==> src/rtl/timer_counter_if.sv <==
// Software-facing bus of the 64-bit timer/counter.
// Every control input is a level sampled on the rising clock edge; a strobe
// is a one-cycle request with no acknowledge. It takes effect at the edge
// where it is high, and the timer never stalls it.
interface timer_counter_if;
    logic        cnt_en;
    logic        cnt_clr;
    logic [31:0] wdata;
    logic        cnt_wr_lo;
    logic        cnt_wr_hi;
    logic        cmp_wr_lo;
    logic        cmp_wr_hi;
    logic        int_en;
    logic        int_clr;
    logic [63:0] cnt_val;
    logic [63:0] cmp_val;
    logic        int_st;
    logic        tim_int;

    // Driver side: the counter control and register file.
    modport master (
        output cnt_en, cnt_clr, wdata, cnt_wr_lo, cnt_wr_hi,
        output cmp_wr_lo, cmp_wr_hi, int_en, int_clr,
        input  cnt_val, cmp_val, int_st, tim_int
    );

    // Timer side.
    modport slave (
        input  cnt_en, cnt_clr, wdata, cnt_wr_lo, cnt_wr_hi,
        input  cmp_wr_lo, cmp_wr_hi, int_en, int_clr,
        output cnt_val, cmp_val, int_st, tim_int
    );
endinterface

==> src/rtl/timer_counter.sv <==
// 64-bit free-running counter with a 64-bit compare register and a sticky
// interrupt status. The compare match is level-sensitive, so a held match
// keeps re-setting the status after a clear.
module timer_counter (
    input  logic              sys_clk,
    input  logic              sys_rst,
    timer_counter_if.slave    bus
);

    logic [63:0] cnt_q;
    logic [63:0] cmp_q;
    logic        int_q;
    logic        match;

    // Equality is taken on the registered values only.
    assign match = (cnt_q == cmp_q);

    // Counter: clear beats writes, and writes beat the increment.
    // When a write coincides with a count pulse, the pulse is dropped.
    always_ff @(posedge sys_clk) begin
        if (sys_rst) begin
            cnt_q <= 64'd0;
        end else if (bus.cnt_clr) begin
            cnt_q <= 64'd0;
        end else if (bus.cnt_wr_lo || bus.cnt_wr_hi) begin
            cnt_q[31:0]  <= bus.cnt_wr_lo ? bus.wdata : cnt_q[31:0];
            cnt_q[63:32] <= bus.cnt_wr_hi ? bus.wdata : cnt_q[63:32];
        end else if (bus.cnt_en) begin
            cnt_q <= cnt_q + 64'd1;
        end
    end

    // Compare register: half-word loads that ignore counter events.
    // Reset to all-ones so that a fresh counter does not match.
    always_ff @(posedge sys_clk) begin
        if (sys_rst) begin
            cmp_q <= {64{1'b1}};
        end else begin
            if (bus.cmp_wr_lo) begin
                cmp_q[31:0] <= bus.wdata;
            end
            if (bus.cmp_wr_hi) begin
                cmp_q[63:32] <= bus.wdata;
            end
        end
    end

    // Sticky status: a match sets it and beats a simultaneous clear.
    always_ff @(posedge sys_clk) begin
        if (sys_rst) begin
            int_q <= 1'b0;
        end else if (match) begin
            int_q <= 1'b1;
        end else if (bus.int_clr) begin
            int_q <= 1'b0;
        end
    end

    assign bus.cnt_val = cnt_q;
    assign bus.cmp_val = cmp_q;
    assign bus.int_st  = int_q;
    // The enable gates only the output pin, never the status.
    assign bus.tim_int = int_q & bus.int_en;

endmodule

==> src/flat_wrapper.sv <==
// flat-port wrapper written by rule: the top's interface ports become plain ports
module timer_counter_flat 
  (sys_clk, sys_rst, bus_cnt_en, bus_cnt_clr, bus_wdata, bus_cnt_wr_lo, bus_cnt_wr_hi, bus_cmp_wr_lo, bus_cmp_wr_hi, bus_int_en, bus_int_clr, bus_cnt_val, bus_cmp_val, bus_int_st, bus_tim_int);
  timer_counter_if bus_i ();
  input  logic sys_clk;
  input  logic sys_rst;
  input wire logic [$bits(bus_i.cnt_en)-1:0] bus_cnt_en;
  input wire logic [$bits(bus_i.cnt_clr)-1:0] bus_cnt_clr;
  input wire logic [$bits(bus_i.wdata)-1:0] bus_wdata;
  input wire logic [$bits(bus_i.cnt_wr_lo)-1:0] bus_cnt_wr_lo;
  input wire logic [$bits(bus_i.cnt_wr_hi)-1:0] bus_cnt_wr_hi;
  input wire logic [$bits(bus_i.cmp_wr_lo)-1:0] bus_cmp_wr_lo;
  input wire logic [$bits(bus_i.cmp_wr_hi)-1:0] bus_cmp_wr_hi;
  input wire logic [$bits(bus_i.int_en)-1:0] bus_int_en;
  input wire logic [$bits(bus_i.int_clr)-1:0] bus_int_clr;
  output wire logic [$bits(bus_i.cnt_val)-1:0] bus_cnt_val;
  output wire logic [$bits(bus_i.cmp_val)-1:0] bus_cmp_val;
  output wire logic [$bits(bus_i.int_st)-1:0] bus_int_st;
  output wire logic [$bits(bus_i.tim_int)-1:0] bus_tim_int;
  assign bus_i.cnt_en = bus_cnt_en;
  assign bus_i.cnt_clr = bus_cnt_clr;
  assign bus_i.wdata = bus_wdata;
  assign bus_i.cnt_wr_lo = bus_cnt_wr_lo;
  assign bus_i.cnt_wr_hi = bus_cnt_wr_hi;
  assign bus_i.cmp_wr_lo = bus_cmp_wr_lo;
  assign bus_i.cmp_wr_hi = bus_cmp_wr_hi;
  assign bus_i.int_en = bus_int_en;
  assign bus_i.int_clr = bus_int_clr;
  assign bus_cnt_val = bus_i.cnt_val;
  assign bus_cmp_val = bus_i.cmp_val;
  assign bus_int_st = bus_i.int_st;
  assign bus_tim_int = bus_i.tim_int;
  timer_counter u_core (.sys_clk(sys_clk), .sys_rst(sys_rst), .bus(bus_i));
endmodule
==> config.mk <==
export PLATFORM = sky130hd
export DESIGN_NAME = timer_counter_flat
export DESIGN_NICKNAME = d
export VERILOG_FILES = /design/src/rtl/timer_counter_if.sv /design/src/rtl/timer_counter.sv /design/src/flat_wrapper.sv
export SDC_FILE = /design/constraint.sdc
export NUM_CORES = 1
export LEC_CHECK = 0
export CAP_MARGIN = 20
export CORE_AREA = 2 2 152 95
export DETAILED_ROUTE_END_ITERATION = 8
export DIE_AREA = 0 0 154 97
export PLACE_DENSITY = 0.85
export SKIP_LAST_GASP = 1
export SLEW_MARGIN = 20
export SYNTH_ARGS = -nofsm -noshare
export SYNTH_HDL_FRONTEND = slang
export SYNTH_SLANG_ARGS = --single-unit
==> constraint.sdc <==
create_clock -name sys_clk -period 6.9 [get_ports sys_clk]
set_clock_uncertainty 0.05 [all_clocks]
set_input_delay 2.07 -clock sys_clk [delete_from_list [all_inputs] [get_ports sys_clk]]
set_output_delay 2.07 -clock sys_clk [all_outputs]
set_load 0.02 [all_outputs]
Fig. 1: cell sizes after repair
Bar = 50 um.
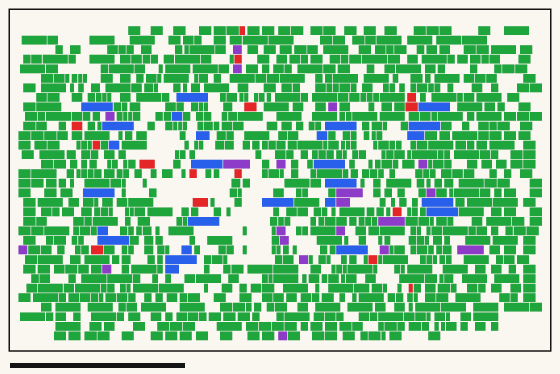
red -> _2 cells  # cells 15, share 1.5%, most used or2_2
blue -> _6 and larger  # cells 26, share 2.6%, most used clkbuf_16
purple -> _3 and _4 cells  # cells 20, share 2.0%, most used buf_4
green -> _0 and _1 cells  # cells 937, share 94%, most used clkdlybuf4s50_1
Worst Slack Setup Final: 1.54 ns
total non-filler cell area in the finished layout: 9420 um2
layout overhead on the synthesized area: 31.5%
Non-clock buffers: 178

Fig. 2: routing congestion map
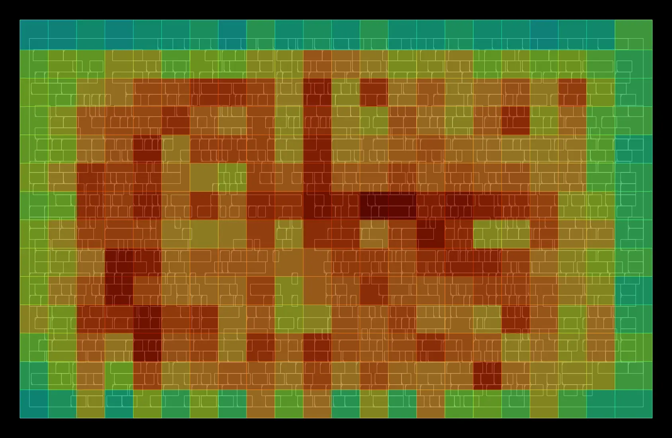
met3 routing resource usage after global routing: 0.151
routed wire length per instance: 24.6 um

Fig. 3: cells coloured by class
Bar = 50 um.
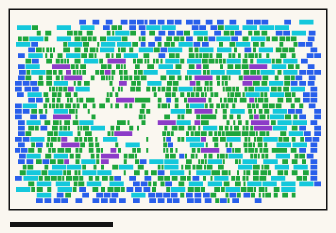
blue -> remaining buffers and delay cells  # cells 178, share of their area 19%
cyan -> sequential cells  # cells 129, share of their area 28%
purple -> clock drivers and dummy loads  # cells 32, share of their area 6.1%
green -> combinational and other logic  # cells 659, share of their area 47%

==> ds_physical_params.txt <==
Implementation parameters

Parameter                              Value

GRT
  Met1 GRT Util    0.543
  Total overflow reported by the global router    0

CTS
  Number of clock sinks seen by CTS    129
  Count of instances resized after the clock tree is built    0

Final timing
  Maximum operating frequency    187 MHz
  Worst slew margin relative to its limit    0.250
  Unrepaired setup endpoints after global routing    no
  Final worst path period need    5.36 ns

Worst setup path
  Cells traversed along the worst timing path    clkdlybuf4s50_1 -> and2_1 -> clkdlybuf4s50_1
  Worst Path Buf+Inv    2

Detailed routing
  Number of vias in the routed layout    7665
  Vias per cell    6.53

Power
  Sequential logic power    846 uW
  Ratio of total power to cell area    220 nW/um2

Finish
  Clk_buf instances    18
  Post-route non-filler standard cell count    1173

Place
  Placed Instance Area    8860 um2

Logic synthesis
  Synth Area in Compound Gates    0.188
  Area fraction of the dominant cell type after synthesis    0.360
  Post-synthesis cell type count    62

Floorplan
  Floorplan-stage core utilization    0.534

Run status
  Run status    finished, final reports clean

Min path
  Hold Path Stages    2
Fig. 4: M1 wires
Bar = 50 um. Supply wires on this layer in grey. Cells faint in the background.
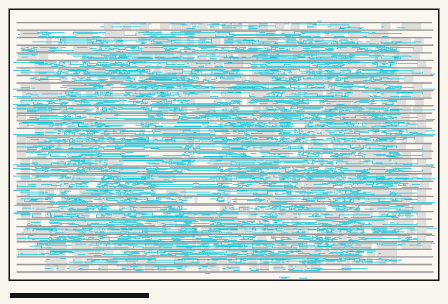
main direction = horizontal
share of all routed wire = 42%

Fig. 5: gate-type map
Bar = 50 um.
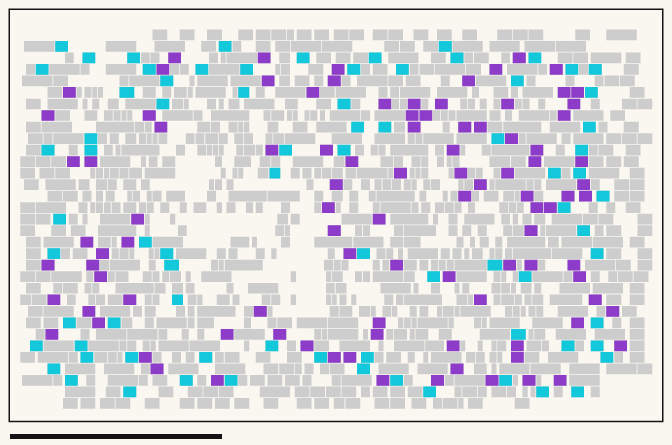
purple -> xor and xnor cells  # cells 98, where spread over the die
cyan -> non-inverting ao/oa cells  # cells 77, where spread over the die

Power is estimated from default activity; no workload was simulated.
